$ cat src/rtl/throw_pkg.sv
// Shared types and default constants for the 2-D throw arc controller.
package throw_pkg;

    localparam int TICK_DIV_DEF = 32;
    localparam int GRAVITY_DEF  = 1;
    localparam int X_MAX_DEF    = 1023;
    localparam int V_W_DEF      = 8;

    typedef enum logic [1:0] {
        ST_IDLE = 2'd0,
        ST_RISE = 2'd1,
        ST_FALL = 2'd2
    } state_e;

    // Vertical velocity at the default launch width: two extra bits for sign and headroom.
    typedef logic signed [V_W_DEF+1:0] vel_t;

endpackage

$ cat src/rtl/throw_tick_gen.sv
// Motion-step strobe: fires once every TICK_DIV cycles while running, restarted by clear.
module throw_tick_gen #(
    parameter int TICK_DIV = 32
) (
    input  logic clk_i,
    input  logic rst_i,
    input  logic clear_i,
    input  logic run_i,
    output logic tick_o
);

    localparam int CNT_W = $clog2(TICK_DIV);
    localparam logic [CNT_W-1:0] LAST = CNT_W'(TICK_DIV - 1);

    logic [CNT_W-1:0] cnt_q;
    logic [CNT_W-1:0] cnt_d;

    assign tick_o = run_i && (cnt_q == LAST);

    // Next count: wrap on the last phase, hold at zero when idle or restarting.
    always_comb begin
        cnt_d = cnt_q;
        if (clear_i || !run_i) begin
            cnt_d = '0;
        end else if (cnt_q == LAST) begin
            cnt_d = '0;
        end else begin
            cnt_d = cnt_q + CNT_W'(1);
        end
    end

    // Phase counter register.
    always_ff @(posedge clk_i or posedge rst_i) begin
        if (rst_i) begin
            cnt_q <= '0;
        end else begin
            cnt_q <= cnt_d;
        end
    end

endmodule

$ cat src/rtl/throw_arc_ctl.sv
// Ballistic sprite arc: y rises/falls under integer gravity, x moves linearly with clamping.
module throw_arc_ctl
    import throw_pkg::*;
#(
    parameter int POS_W    = 12,
    parameter int V_W      = 8,
    parameter int TICK_DIV = TICK_DIV_DEF,
    parameter int GRAVITY  = GRAVITY_DEF,
    parameter int X_MAX    = X_MAX_DEF
) (
    input  logic             clk_i,
    input  logic             rst_i,
    input  logic             enable_i,
    input  logic             abort_i,
    input  logic [V_W-1:0]   v0_i,
    input  logic [POS_W-1:0] x_start_i,
    input  logic [3:0]       x_speed_i,
    input  logic             dir_i,
    output logic [POS_W-1:0] x_pos_o,
    output logic [POS_W-1:0] y_pos_o,
    output logic             busy_o,
    output logic             at_peak_o,
    output logic             done_o
);

    localparam int VW = V_W + 2;
    localparam int YW = POS_W + 2;
    localparam int XW = POS_W + 1;
    localparam logic signed [VW-1:0] GRAV_S  = VW'(GRAVITY);
    localparam logic [XW-1:0]        X_MAX_X = XW'(X_MAX);
    localparam logic [POS_W-1:0]     X_MAX_P = POS_W'(X_MAX);

    state_e                  state_q, state_d;
    logic [POS_W-1:0]        x_q, x_d, y_q, y_d;
    logic signed [VW-1:0]    vy_q, vy_d;
    logic [3:0]              spd_q, spd_d;
    logic                    dir_q, dir_d;
    logic                    busy_q, busy_d, peak_q, peak_d, done_q, done_d;

    logic                    tick_s, start_s;
    logic signed [YW-1:0]    vy_ext_s, ynew_s;
    logic signed [VW-1:0]    vy_next_s;
    logic [POS_W-1:0]        y_sat_s, x_step_s;
    logic [XW-1:0]           x_sum_s, spd_ext_s;
    logic                    y_land_s, vy_le0_s;

    throw_tick_gen #(.TICK_DIV(TICK_DIV)) u_tick (
        .clk_i   (clk_i),
        .rst_i   (rst_i),
        .clear_i (start_s),
        .run_i   (busy_q),
        .tick_o  (tick_s)
    );

    assign vy_ext_s  = {{(YW - VW){vy_q[VW-1]}}, vy_q};
    assign ynew_s    = $signed({2'b00, y_q}) + vy_ext_s;
    assign vy_next_s = vy_q - GRAV_S;
    assign y_land_s  = ynew_s[YW-1] || (ynew_s == '0);
    assign vy_le0_s  = vy_next_s[VW-1] || (vy_next_s == '0);
    assign spd_ext_s = XW'(spd_q);
    assign x_sum_s   = {1'b0, x_q} + spd_ext_s;

    // Per-tick candidate positions: y saturated to the top of the field, x clamped to [0, X_MAX].
    always_comb begin
        y_sat_s  = ynew_s[POS_W-1:0];
        x_step_s = x_q;
        if (ynew_s[YW-1]) begin
            y_sat_s = '0;
        end else if (ynew_s[YW-2:POS_W] != 2'b00) begin
            y_sat_s = {POS_W{1'b1}};
        end else begin
            y_sat_s = ynew_s[POS_W-1:0];
        end
        if (dir_q) begin
            if ({1'b0, x_q} < spd_ext_s) begin
                x_step_s = '0;
            end else begin
                x_step_s = x_q - spd_ext_s[POS_W-1:0];
            end
        end else if (x_sum_s > X_MAX_X) begin
            x_step_s = X_MAX_P;
        end else begin
            x_step_s = x_sum_s[POS_W-1:0];
        end
    end

    // Flight FSM: start, abort, and tick-driven rise/fall updates.
    always_comb begin
        state_d = state_q;
        x_d     = x_q;
        y_d     = y_q;
        vy_d    = vy_q;
        spd_d   = spd_q;
        dir_d   = dir_q;
        busy_d  = busy_q;
        peak_d  = 1'b0;
        done_d  = 1'b0;
        start_s = 1'b0;
        case (state_q)
            ST_IDLE: begin
                if (enable_i && !abort_i) begin
                    start_s = 1'b1;
                    state_d = ST_RISE;
                    busy_d  = 1'b1;
                    x_d     = x_start_i;
                    y_d     = '0;
                    vy_d    = {2'b00, v0_i};
                    spd_d   = x_speed_i;
                    dir_d   = dir_i;
                end else begin
                    state_d = ST_IDLE;
                end
            end
            ST_RISE, ST_FALL: begin
                if (abort_i) begin
                    state_d = ST_IDLE;
                    busy_d  = 1'b0;
                    y_d     = '0;
                    vy_d    = '0;
                end else if (tick_s) begin
                    x_d  = x_step_s;
                    vy_d = vy_next_s;
                    // A zero launch velocity turns at the peak and lands on the same tick.
                    if (state_q == ST_RISE && !vy_le0_s) begin
                        y_d = y_sat_s;
                    end else if (y_land_s) begin
                        peak_d  = (state_q == ST_RISE);
                        done_d  = 1'b1;
                        state_d = ST_IDLE;
                        busy_d  = 1'b0;
                        y_d     = '0;
                    end else begin
                        peak_d  = (state_q == ST_RISE);
                        state_d = ST_FALL;
                        y_d     = y_sat_s;
                    end
                end else begin
                    state_d = state_q;
                end
            end
            default: begin
                state_d = ST_IDLE;
                busy_d  = 1'b0;
            end
        endcase
    end

    // State and output registers.
    always_ff @(posedge clk_i or posedge rst_i) begin
        if (rst_i) begin
            state_q <= ST_IDLE;
            x_q     <= '0;
            y_q     <= '0;
            vy_q    <= '0;
            spd_q   <= '0;
            dir_q   <= 1'b0;
            busy_q  <= 1'b0;
            peak_q  <= 1'b0;
            done_q  <= 1'b0;
        end else begin
            state_q <= state_d;
            x_q     <= x_d;
            y_q     <= y_d;
            vy_q    <= vy_d;
            spd_q   <= spd_d;
            dir_q   <= dir_d;
            busy_q  <= busy_d;
            peak_q  <= peak_d;
            done_q  <= done_d;
        end
    end

    assign x_pos_o   = x_q;
    assign y_pos_o   = y_q;
    assign busy_o    = busy_q;
    assign at_peak_o = peak_q;
    assign done_o    = done_q;

endmodule

$ cat config.mk
export PLATFORM = sky130hd
export DESIGN_NAME = throw_arc_ctl
export DESIGN_NICKNAME = d
export VERILOG_FILES = /design/src/rtl/throw_pkg.sv /design/src/rtl/throw_tick_gen.sv /design/src/rtl/throw_arc_ctl.sv
export SDC_FILE = /design/constraint.sdc
export NUM_CORES = 1
export LEC_CHECK = 0
export CAP_MARGIN = 20
export CORE_ASPECT_RATIO = 1.5
export CORE_MARGIN = 2
export CORE_UTILIZATION = 45
export CTS_BUF_LIST = sky130_fd_sc_hd__clkbuf_4 sky130_fd_sc_hd__clkbuf_8
export CTS_CLUSTER_SIZE = 16
export DETAILED_ROUTE_END_ITERATION = 16
export PLACE_DENSITY = 0.74
export SETUP_SLACK_MARGIN = 0.3
export SLEW_MARGIN = 10
export SYNTH_ARGS = -nofsm -noshare
export SYNTH_HDL_FRONTEND = slang
export SYNTH_SLANG_ARGS = --single-unit
$ cat constraint.sdc
create_clock -name clk_i -period 2.8 [get_ports clk_i]
set_input_delay 0.42 -clock clk_i [delete_from_list [all_inputs] [get_ports clk_i]]
set_output_delay 0.42 -clock clk_i [all_outputs]
set_load 0.02 [all_outputs]
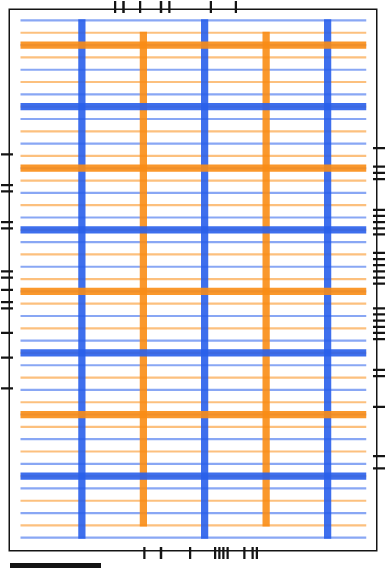
(run_1/floorplan.png)
Bar = 20 um. Pins as bars on the die edge.
Orange marks VDD. Blue marks VSS.
8 straps on met5. The core has 42 rows.

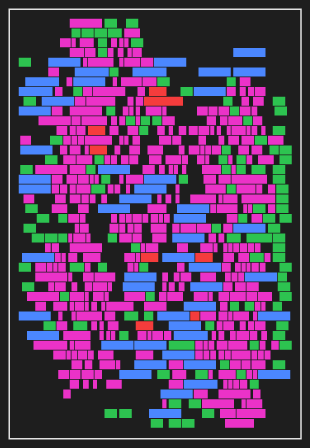
(run_1/class_map.png)
Green marks remaining buffers and delay cells, cells 111. Blue marks registers, cells 49. Magenta marks remaining logic cells, cells 385. Red marks clock drivers and dummy loads, cells 8.

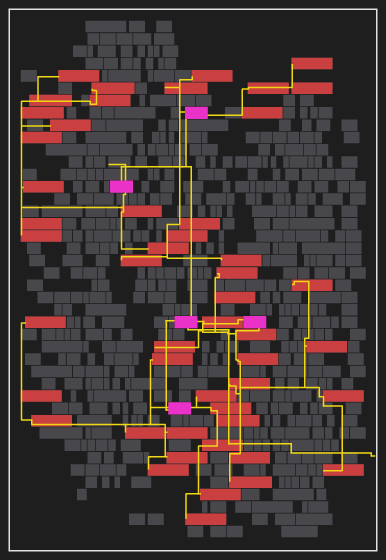
(run_1/clock_wires.png)
Red marks flip-flops, count 49. Magenta marks clock-net drivers, count 5. Yellow marks clock wires, length 711 um.
Position of the flops: widely spread. There are 6 routed clock nets.
clock-net power: 0.556 mW
Fin Clk Skew: 13.67 ps

==> Changelog: implementation, run 1 <==
## Implementation

* Synth area leader: dfrtp_1
* Worst path cell trace: ha_4 > fa_2 > a211oi_4 > nor4b_1 > nand4b_1 > a211oi_2 > nand4_1 > or4_4 > a32o_1
* PD cells at 641.8 nW/um2
* Core area at 8723 um2
* Layout Utilization at 0.6446
* Tot GR Track Use at 0.2559
* Area fraction in mux cells at 0.02166
* Slew @ Worst Pin at 947.7 ps
* Critical Path Slowest Stage Cell: or4_4
* Share of cells above drive strength 1 at 0.2929
* Largest type area fraction at 0.3076
* Cycle use final at 1.019
* Placed cells at 639
* Total power at 3.609 mW
* CP endpoint: state_q[1]$_DFFE_PP0P_
* Row count at 42
* Layout Nets at 612
* Non-Filler Instances at 663
* Worst Setup End Kind: register
* Post-CTS Hold Fix Bufs at 0
* Placer Congestion at 1.007
* Post-place setup slack at -75.06 ps
* Setup TNS at -104.4 ps
* Port Buf Inserts at 55
* FA/HA/MAJ Cells, Area Fraction at 0.1030
* Main flop type: dfrtp_1
* First-pass GRT wire length at 19.42 mm
* Grt total ovfl at 0
* Syn_area_per_cell at 8.704 um2
* Number of enable flip-flop cells at 0
* Hold Slack at 428.4 ps
* Mapped cell area at 3986 um2
* Hold Vio Cnt, Final at 0
* Failing checks: setup timing
* Latency at later pin at 320 ps
* Final antenna-violating net count at 0
* Final Max-Slew Violation Tally at 0
* CTS Root Cell: clkbuf_8
* Worst r2r src: y_pos_o[0]$_DFFE_PP0P_
* DP Wirelength at 9.016 mm
* Yosys cell types at 82
* Xor/xnor share at 0.03453
* Worst min path class: input pin to async pin
* Worst setup SP type: register
* Fill count at 691
* Pleak at 2.292 nW
* Initial antenna violation count at 0
* Flop2flop setup slack at -50 ps
* Final Routed Wirelength at 12.48 mm
* Detailed-route vias per instance at 6.255
* Post-DR wirelength/cell at 18.82 um
* Crit Reg-Reg Endpoint: state_q[1]$_DFFE_PP0P_
* Vias in the first global route at 4,148
* Synth top cells by count: dfrtp_1, a21oi_1, nand2_1, o21ai_0, nor2_1
* Outcome: complete, but fails checks
* Critical Path Source: y_pos_o[0]$_DFFE_PP0P_
* Register Area at 1234 um2
* Clock transition at the registers of the reported paths at 100 ps
* # IOs at 56
* Aoi share at 0.2806
* Clk sinks at 49
* Pre-Place Util at 0.4570
* H-tree levels at 2
* Seq share, synth at 0.3076
* Logic area at 3015 um2
* Die Span X at 80.85 um
* Residual DRC at 0
* Cell area after layout at 5623 um2
* DR iter-0 viols at 220
* Area after DPL at 4946 um2
* Drt pass-1 iters at 7
* Top cells by area: dfrtp_1, ha_1, a21oi_1, o21ai_0, nand2_1
* Max Clock Freq at 350.5 MHz
* Clock period minus worst slack at 2853 ps
* OpenROAD warnings at 37
* Worst Setup Path Type: register to register
* Slowest cell delay on critical path at 460 ps
* Post-synth regs at 49
* And+or+nand+nor area frac at 0.2009
* Mapped Nets at 518
* Depth of the worst register-to-register path at 9
* Crit Path Max Fanout at 4
* Postcts setup bufs at 11
* Worst setup margin at -52.76 ps
* Post_cts resized at 41
* Die Ht at 119.3 um
* Largest logic family: AND-OR/OR-AND gates
* Post-synth ARST share at 1.000
* Max-capacitance violation count at 0
* Num CTS Buffers at 5
* CTS Buffer Depth at 2
* RSZ-0062 raised after global routing: true
* Area growth, synth to finish at 41.05%
* Yosys Instances at 458
* Final setup violation count at 3
* Antenna Cells at 0
* Worst path arrival time at 3060 ps
* Largest net degree at the start of global routing at 31
* Worst relative slew slack at 0.3519
* Yosys Warn Count at 0
* Peak VDD IR at 0.0003745 V
* Chip Area, Yosys at 3986 um2
* Most frequent cell after synthesis: dfrtp_1
run 1: where the power goes:
part,switching (mW),internal (mW)
Clock,0.255,0.301
Combinational,1.06,0.971
Sequential,0.184,0.836
run 1: critical path, delay by kind of cell (launching register included):
| kind | cells | cell delay [ps] |
|---|---|---|
| AOI/OAI and AO/OA | 3 | 830 |
| adders and majority gates | 2 | 560 |
| and+or+nand+nor | 4 | 910 |
| DFF | 1 | 440 |
run 1: per-layer routing:
metal  global-route usage  share of wire  up-vias  routed length (um)
li1                     -              -     1896                   -
met5                    0              0        -                   0
met2               0.4675           0.53      182                6623
met3              0.02803          0.050       51                 629
met4               0.1314          0.049        0                 616
met1               0.2814           0.37     2018                4611
run 1: placed cells by master (no fill, tap or decap), drive strengths merged, types with 11 or more instances in the layout:
cell type / n
a21oi: 35
nor3: 19
buf: 56
nand2: 34
o21ai: 39
a22o: 11
ha: 28
clkdlybuf4s50: 55
dfrtp: 49
nor2: 31
inv: 24
run 1: cells by family after synthesis:
| family | after synthesis |
|---|---|
| and+or+nand+nor | 151 |
| DFF | 49 |
| buffers and inverters | 48 |
| adders and majority gates | 31 |
| AOI/OAI and AO/OA | 157 |
| xor gates and xnor gates | 14 |
| muxes | 8 |
run 1: final cells by class:
cell class / instances / share of cell area
multi-input cells: 361 / 0.5363
clock buffers: 7 / 0.01602
well taps: 110 / 0.02448
clock inverters: 1 / 0.005340
repair buffers: 111 / 0.1825
inverters: 24 / 0.01602
flip-flops and latches: 49 / 0.2194
run 1: sequential cells by signal, summed over array words and instances, names as in the netlist:
| register | cells |
|---|---|
| vy_q | 10 |
| y_pos_o | 12 |
| state_q | 2 |
| dir_q | 1 |
| spd_q | 4 |
| done_o | 1 |
| at_peak_o | 1 |
| x_pos_o | 12 |
| u_tick.cnt_q | 5 |
| busy_o | 1 |
==> run_1/congestion_map.png <==
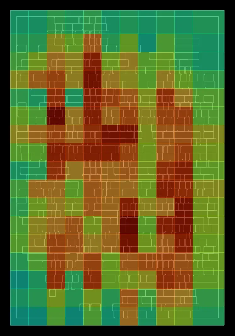

## Run 2: what changed since run 1
- RECOVER_POWER: unset -> 100
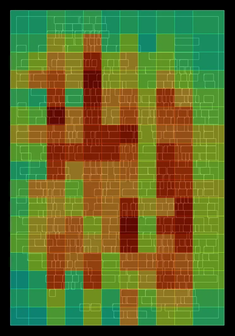
(run_2/congestion_map.png)
Layout Utilization: 0.6353
global-route met3 utilization: 0.02803
busiest grt layer: met2
met2 Use GR: 0.4675
post-DR wirelength/cell: 18.83 um

==> run 2 against run 1 <==
Effect of this change:
- the run still ends with setup timing left
- critical endpoint unchanged
- clock power about the same
- sequential power about the same
- largest cell class unchanged
- sequential share of layout area increased by 0.28 points
- flip-flop count unchanged
==> Changelog: implementation, run 2 <==
## Implementation

* Outcome: complete, but fails checks
* Failing checks: setup timing
* Clock period minus worst slack at 2866 ps (+12.81 ps)
* FA/HA/MAJ Cells, Area Fraction at 0.1030 (unchanged)
* Vias at 4,107
* Post-synth regs at 49 (unchanged)
* Worst Setup Path Type: register to register
* OpenROAD warnings at 37 (unchanged)
* Syn_area_per_cell at 8.704 um2 (unchanged)
* Critical Path Source: y_pos_o[0]$_DFFE_PP0P_
* CTS Buffer Depth at 2 (unchanged)
* Cells after synthesis at 458
* Largest logic family: AND-OR/OR-AND gates
* DR WL met2 at 6.650 mm (+0.41%)
* WL met3 at 630 um (+0.16%)
* Row count at 42 (unchanged)
* Die Span X at 80.85 um (unchanged)
* Residual DRC at 0 (unchanged)
* H-tree levels at 2 (unchanged)
* Aoi share at 0.2806 (unchanged)
* Vias in the first global route at 4,148 (unchanged)
* CP endpoint: state_q[1]$_DFFE_PP0P_
* Yosys cell types at 82 (unchanged)
* Hold Slack at 490.6 ps (+62.25 ps)
* Tot GR Track Use at 0.2559 (unchanged)
* Start point of the worst hold path: u_tick.cnt_q[0]$_DFF_PP0_
* Non-Filler Instances at 663 (unchanged)
* # IOs at 56 (unchanged)
* Post-synth ARST share at 1.000 (unchanged)
* First-pass GRT wire length at 19.42 mm (unchanged)
* Area fraction in mux cells at 0.02166 (unchanged)
* Hold Vio Cnt, Final at 0 (unchanged)
* Worst relative slew slack at 0.3518 (about the same)
* Share of cells above drive strength 1 at 0.2749 (-0.01808)
* Main flop type: dfrtp_1
* Worst path arrival time at 3070 ps (about the same)
* Drt pass-1 iters at 5 (-2)
* CP required at 3010 ps
* Mapped cell area at 3986 um2 (unchanged)
* Worst r2r src: y_pos_o[0]$_DFFE_PP0P_
* CTS tree: done
* Core area at 8723 um2 (unchanged)
* CTS Root Cell: clkbuf_8
* Final Routed Wirelength at 12.49 mm (about the same)
* Largest type area fraction at 0.3076 (unchanged)
* Die area at 9643 um2
* Area growth, synth to finish at 39.01%
* Final Max-Slew Violation Tally at 0 (unchanged)
* Most instantiated logic cell after routing: dfrtp_1
* Crit Path Max Fanout at 3 (-1)
* Pleak at 2.322 nW (+1.3%)
* Max-capacitance violation count at 0 (unchanged)
* Crit Reg-Reg Endpoint: state_q[1]$_DFFE_PP0P_
* Max Clock Freq at 349.0 MHz (-0.45%)
* M1 GR Usage at 0.2814 (unchanged)
* Worst Setup End Kind: register
* Most frequent cell after synthesis: dfrtp_1
* DP Wirelength at 9.016 mm (unchanged)
* Worst setup SP type: register
* Peak VDD IR at 0.0003706 V (-1.0%)
* Synth top cells by count: dfrtp_1, a21oi_1, nand2_1, o21ai_0, nor2_1
* Num CTS Buffers at 5 (unchanged)
* Mapped Nets at 518 (unchanged)
* RSZ-0062 raised after global routing: true
* Largest net degree at the start of global routing at 31 (unchanged)
* Port Buf Inserts at 55 (unchanged)
* Placer Congestion at 1.007 (unchanged)
* Fin Clk Skew at 11.71 ps (-1.963 ps)
* Synth area leader: dfrtp_1
* Total power at 3.543 mW (-1.8%)
* Top cells by area: dfrtp_1, ha_1, a21oi_1, o21ai_0, nand2_1
* Latency at later pin at 320 ps (about the same)
* Final setup violation count at 3 (unchanged)
* Seq share, synth at 0.3076 (unchanged)
* Antenna Cells at 0 (unchanged)
* Clk sinks at 49 (unchanged)
* Top Metal Used: met4
* Yosys Instances at 458 (unchanged)
* Worst min path class: register to register
* Depth of the worst register-to-register path at 9 (unchanged)
* Final antenna-violating net count at 0 (unchanged)
* Yosys Warn Count at 0 (unchanged)
* Slew @ Worst Pin at 947.7 ps (+0.02342 ps)
* Grt total ovfl at 0 (unchanged)
* Clock transition at the registers of the reported paths at 90 ps (about the same)
* Die Ht at 119.3 um (unchanged)
* Pre-Place Util at 0.4570 (unchanged)
* Number of enable flip-flop cells at 0 (unchanged)
* Flop2flop setup slack at -70 ps (about the same)
* Worst setup margin at -65.58 ps (-12.81 ps)
* DR iter-0 viols at 183 (-17%)
* Hold Path Cell Cnt at 1
* Xor/xnor share at 0.03453 (unchanged)
* Chip Area, Yosys at 3986 um2 (unchanged)
* Initial antenna violation count at 0 (unchanged)
* Cycle use final at 1.023 (+0.004575)
* PD cells at 639.3 nW/um2 (-0.40%)
* Most common logic cells in the final layout: dfrtp_1, buf_4, a21oi_1, nand2_1, dlygate4sd3_1
* And+or+nand+nor area frac at 0.2009 (unchanged)
* Layout Nets at 612 (unchanged)
* M1 WL at 4.612 mm (about the same)
* Placed cells at 639 (unchanged)
* Detailed-route vias per instance at 6.195 (-0.96%)
* Hold EP: u_tick.cnt_q[0]$_DFF_PP0_
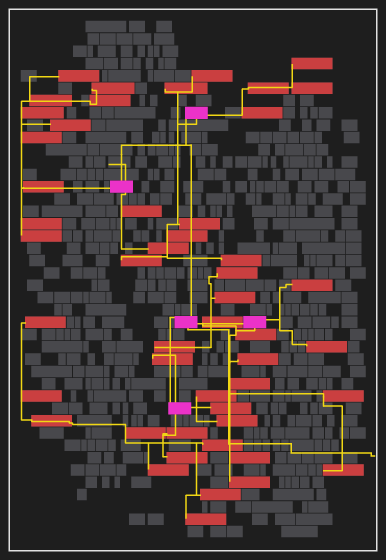
(run_2/clock_wires.png)
Red marks flip-flops, count 49. Yellow marks clock wires, length 728 um. Magenta marks clock-net drivers, count 5.
There are 6 routed clock nets. Position of the flops: widely spread.

-- run 2: area by class of cell --
cell class / instances / area [um2]
Timing Repair Buffer: 111 / 994.7
Multi-Input combinational cell: 361 / 2968
Clock inverter: 1 / 30.03
Sequential cell: 49 / 1231
Clock buffer: 7 / 90.09
Fill cell: 705 / 3182
Inverter: 24 / 90.09
Tap cell: 110 / 137.6
-- run 2: worst max-delay path: stages, from the launching register on --
cell	delay, ps
dfrtp_2	440
ha_4	180
fa_2	380
a21o_1	190
a211oi_2	250
o221ai_1	180
a211oi_2	290
nand4_1	120
or4_4	460
a32o_1	260
-- run 2: cell families (layout without fill, tap and decap cells) --
group / after synthesis / after routing
XOR/XNOR: 14 / 14
buffers and inverters: 48 / 143
flip-flops: 49 / 49
AND/OR/NAND/NOR: 151 / 151
AND-OR/OR-AND: 157 / 157
multiplexers: 8 / 8
adder cells (fa/ha/maj): 31 / 31
-- run 2: where the power goes --
group | switching (mW) | internal (mW) | total (mW)
registers | 0.179 | 0.834 | 1.01
logic | 1.05 | 0.926 | 1.97
clock network | 0.256 | 0.301 | 0.558
total | 1.48 | 2.06 | 3.54
-- run 2: per-stage QoR --
step	TNS (ps)	area (um2)	setup slack, ps	util
5_1_grt	-1027	5542	-144.8	0.6353
6_report	-145.3	5542	-65.58	0.6353
4_1_cts	-89.64	5341	-49.48	0.6123
3_3_place_gp	-82.05	4946	-46.56	0.5670
2_1_floorplan	0	4061	85.87	-
3_5_place_dp	-153.1	4946	-75.06	0.5670
-- run 2: repair_timing --
item,CTS,global route
resized,41,49
pin swaps,25,31
endpoints found under the setup margin,30,30
gates cloned,0,0
setup buffers,11,5
hold buffers,0,0
==> run_2/class_map.png <==
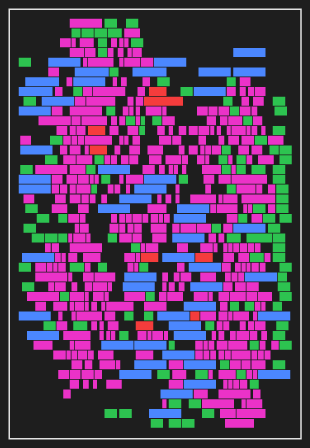

## Run 3: what changed since run 2
- TNS_END_PERCENT: unset -> 50
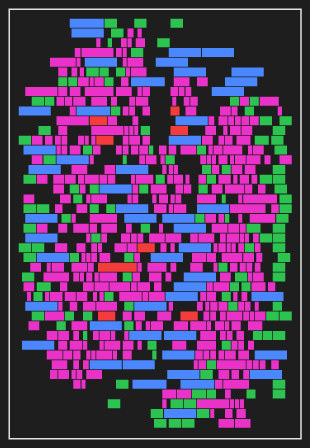
(run_3/class_map.png)
Blue marks registers, cells 49. Magenta marks remaining logic cells, cells 385. Red marks clock drivers and dummy loads, cells 8. Green marks remaining buffers and delay cells, cells 119.

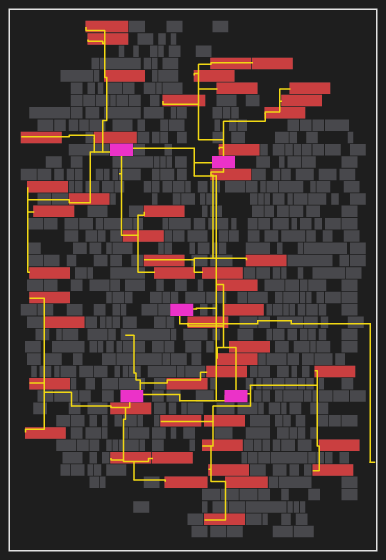
(run_3/clock_wires.png)
Yellow marks clock wires, length 761 um. Red marks flip-flops, count 49. Magenta marks clock-net drivers, count 5.
Position of the flops: widely spread.
Latency at later pin: 320 ps
Fin Clk Skew: 2.530 ps
clock-net power: 0.562 mW
clock share of power: 0.164

==> run 3 against run 2 <==
Effect of this change:
- the flow still finishes with violations (setup timing)
- wire length fell by 0.80%
- via count is 1.1% lower
- total power down 3.2%
- combinational power decreased by 5%
- sequential share of layout area increased by 0.55 points
- clock power is 0.7% higher
- largest power group unchanged
- register-to-register slack worse by 60 ps
- highest routed layer unchanged
- synthesized cell count stayed put
- global-route usage up 0.99 points
- clock-buffer cell count is the same
==> Changelog: implementation, run 3 <==
## Implementation

* Outcome: complete, but fails checks
* Failing checks: setup timing
* Mapped Nets at 518 (unchanged)
* Core area at 8723 um2 (unchanged)
* Worst path cell trace: ha_4 > fa_2 > a211oi_4 > nor4b_1 > nand4b_1 > a211oi_2 > nand4_1 > or4_4 > a32o_1
* First-pass GRT wire length at 19.94 mm (+2.7%)
* M1 GR Usage at 0.2879 (+0.006496)
* Synth area leader: dfrtp_1
* CTS tree: done
* Sw Pwr at 1.429 mW (-3.6%)
* Post-DR wirelength/cell at 18.46 um (-2.0%)
* Final setup violation count at 7 (+4)
* Die area at 9643 um2 (unchanged)
* Flop2flop setup slack at -120 ps (-60 ps)
* Peak VDD IR at 0.0003202 V (-14%)
* Depth of the worst register-to-register path at 9 (unchanged)
* Mapped cell area at 3986 um2 (unchanged)
* Hold EP: u_tick.cnt_q[0]$_DFF_PP0_
* Pleak at 2.322 nW (about the same)
* Worst r2r src: y_pos_o[0]$_DFFE_PP0P_
* CP Depth at 9 (unchanged)
* CP endpoint: state_q[1]$_DFFE_PP0P_
* Clock period minus worst slack at 2922 ps (+56.55 ps)
* WP buf/inv at 0 (unchanged)
* OpenROAD warnings at 37 (unchanged)
* Critical Path Slowest Stage Cell: or4_4
* Most instantiated logic cell after routing: buf_4
* Syn_area_per_cell at 8.704 um2 (unchanged)
* Area growth, synth to finish at 35.78%
* Largest net degree at the start of global routing at 32 (+3.2%)
* Antenna Cells at 0 (unchanged)
* Worst Setup Path Type: register to register
* Vias at 4,061 (-1.1%)
* Global-route met3 utilization at 0.03939 (+0.01136)
* Tot GR Track Use at 0.2658 (+0.009887)
* Clk sinks at 49 (unchanged)
* CTS Buffer Depth at 2 (unchanged)
* Hold Vio Cnt, Final at 0 (unchanged)
* Worst setup margin at -122.1 ps (-56.55 ps)
* H-tree levels at 2 (unchanged)
* Switching portion of total power at 0.4165 (-0.001641)
* Vias in the first global route at 4,206 (+1.4%)
* Placer Congestion at 0.9488 (-5.8%)
* Largest type area fraction at 0.3076 (unchanged)
* Cell area after layout at 5413 um2 (-2.3%)
* Total power at 3.430 mW (-3.2%)
* Row count at 42 (unchanged)
* Start point of the worst hold path: u_tick.cnt_q[0]$_DFF_PP0_
* Slew @ Worst Pin at 1224 ps (+275.9 ps)
* Cells after synthesis at 458 (unchanged)
* Top cells by area: dfrtp_1, ha_1, a21oi_1, o21ai_0, nand2_1
* Yosys cell types at 82 (unchanged)
* Yosys Instances at 458 (unchanged)
* Crit Reg-Reg Endpoint: state_q[1]$_DFFE_PP0P_
* Worst min path class: register to register
* Grt total ovfl at 0 (unchanged)
* Initial antenna violation count at 0 (unchanged)
* Pint at 2.002 mW (-2.9%)
* DP Wirelength at 9.347 mm (+3.7%)
* Final Max-Slew Violation Tally at 0 (unchanged)
* Worst relative slew slack at 0.1833 (-0.1685)
* Yosys Warn Count at 0 (unchanged)
* Post-place setup slack at -114.3 ps (-39.24 ps)
* Logic pwr share at 0.546 (-0.010)
* Chip Area, Yosys at 3986 um2 (unchanged)
* Area after DPL at 5050 um2 (+2.1%)
* Crit Path Max Fanout at 4 (+1)
* Most frequent cell after synthesis: dfrtp_1
* Die Ht at 119.3 um (unchanged)
* Layout Nets at 620 (+1.3%)
* Hold Path Cell Cnt at 1 (unchanged)
* Main flop type: dfrtp_1
* CP top delay family: simple AND/OR/NAND/NOR gates
* Busiest grt layer: met2
* Setup TNS at -561.3 ps (-416.1 ps)
* Number of enable flip-flop cells at 0 (unchanged)
* Synth top cells by count: dfrtp_1, a21oi_1, nand2_1, o21ai_0, nor2_1
* Max Clock Freq at 342.2 MHz (-1.9%)
* Drt pass-1 iters at 5 (unchanged)
* Critical Path Source: y_pos_o[0]$_DFFE_PP0P_
* Post-synth regs at 49 (unchanged)
* Port Buf Inserts at 55 (unchanged)
* Post-CTS Hold Fix Bufs at 0 (unchanged)
* Num CTS Buffers at 5 (unchanged)
* Final antenna-violating net count at 0 (unchanged)
* Share of cells above drive strength 1 at 0.2406 (-0.03422)
* Slowest cell delay on critical path at 460 ps (about the same)
* Worst setup SP type: register
* PD cells at 633.7 nW/um2 (-0.87%)
* Final Routed Wirelength at 12.39 mm (-0.80%)
* Seq share, synth at 0.3076 (unchanged)
* DR iter-0 viols at 202 (+10%)
* Post-synth ARST share at 1.000 (unchanged)
* Met2 Use GR at 0.4881 (+0.02066)
* Cycle use final at 1.044 (+0.02020)
* Clock transition at the registers of the reported paths at 90 ps (about the same)
* Max-capacitance violation count at 0 (unchanged)
* Sequential power share at 0.290 (+0.004)
* Residual DRC at 0 (unchanged)
* CP required at 3010 ps (about the same)
* CTS Root Cell: clkbuf_8
* Pre-Place Util at 0.4570 (unchanged)
* Detailed-route vias per instance at 6.052 (-2.3%)
* # IOs at 56 (unchanged)
* Worst Setup End Kind: register
* RSZ-0062 raised after global routing: true
* Worst path arrival time at 3140 ps (+70 ps)
* Most common logic cells in the final layout: buf_4, dfrtp_1, nand2_1
* Die Span X at 80.85 um (unchanged)
==> run 3: cell counts after synthesis <==
No cell type changed its count.
==> run 3: logic make-up after synthesis <==
logic type	Yosys count	share of synthesized area
AOI/OAI and AO/OA	157	0.2806
and+or+nand+nor	151	0.2009
DFF	49	0.3076
buffers and inverters	48	0.05179
adders and majority gates	31	0.1030
xor gates and xnor gates	14	0.03453
muxes	8	0.02166
==> run 3: cell type report <==
type / instances / area, um2
clock buffers: 7 / 90.09
repair buffers: 119 / 1020
well taps: 110 / 137.6
multi-input cells: 361 / 2813
fillers: 768 / 3311
inverters: 24 / 90.09
clock inverters: 1 / 30.03
flip-flops and latches: 49 / 1232
==> run 3: power groups by stage <==
stage | clock network, mW | logic, mW | registers, mW
global route | 0.602 | 2.04 | 1.02
global placement | 0 | 1.68 | 0.992
CTS | 0.570 | 1.78 | 0.990
finish | 0.562 | 1.87 | 0.996
floorplan | 0 | 0.996 | 1.05
detailed placement | 0 | 1.72 | 1.00
==> run 3: stage by stage <==
stage / util / cells / hold slack [ps]
CTS: 0.6038 / 665 / 492.9
global placement: 0.5789 / 655 / 451.1
detailed placement: 0.5789 / 655 / 479.3
global route: 0.6205 / 671 / 531.0
floorplan: - / 458 / 437.2
finish: 0.6205 / 671 / 490.7
==> run 3: layer usage <==
layer | vias to the layer above | part of all wire
met5 | - | 0
met3 | 32 | 0.044
met2 | 146 | 0.56
met4 | 0 | 0.037
li1 | 1905 | -
met1 | 1978 | 0.36
==> run 3: repair_timing <==
action	4_1_cts	5_1_grt
pin swaps	28	19
gates cloned	0	0
endpoints found under the setup margin	26	30
buffers inserted	2	6
resized	20	31
Power and IR drop assume default switching activity.
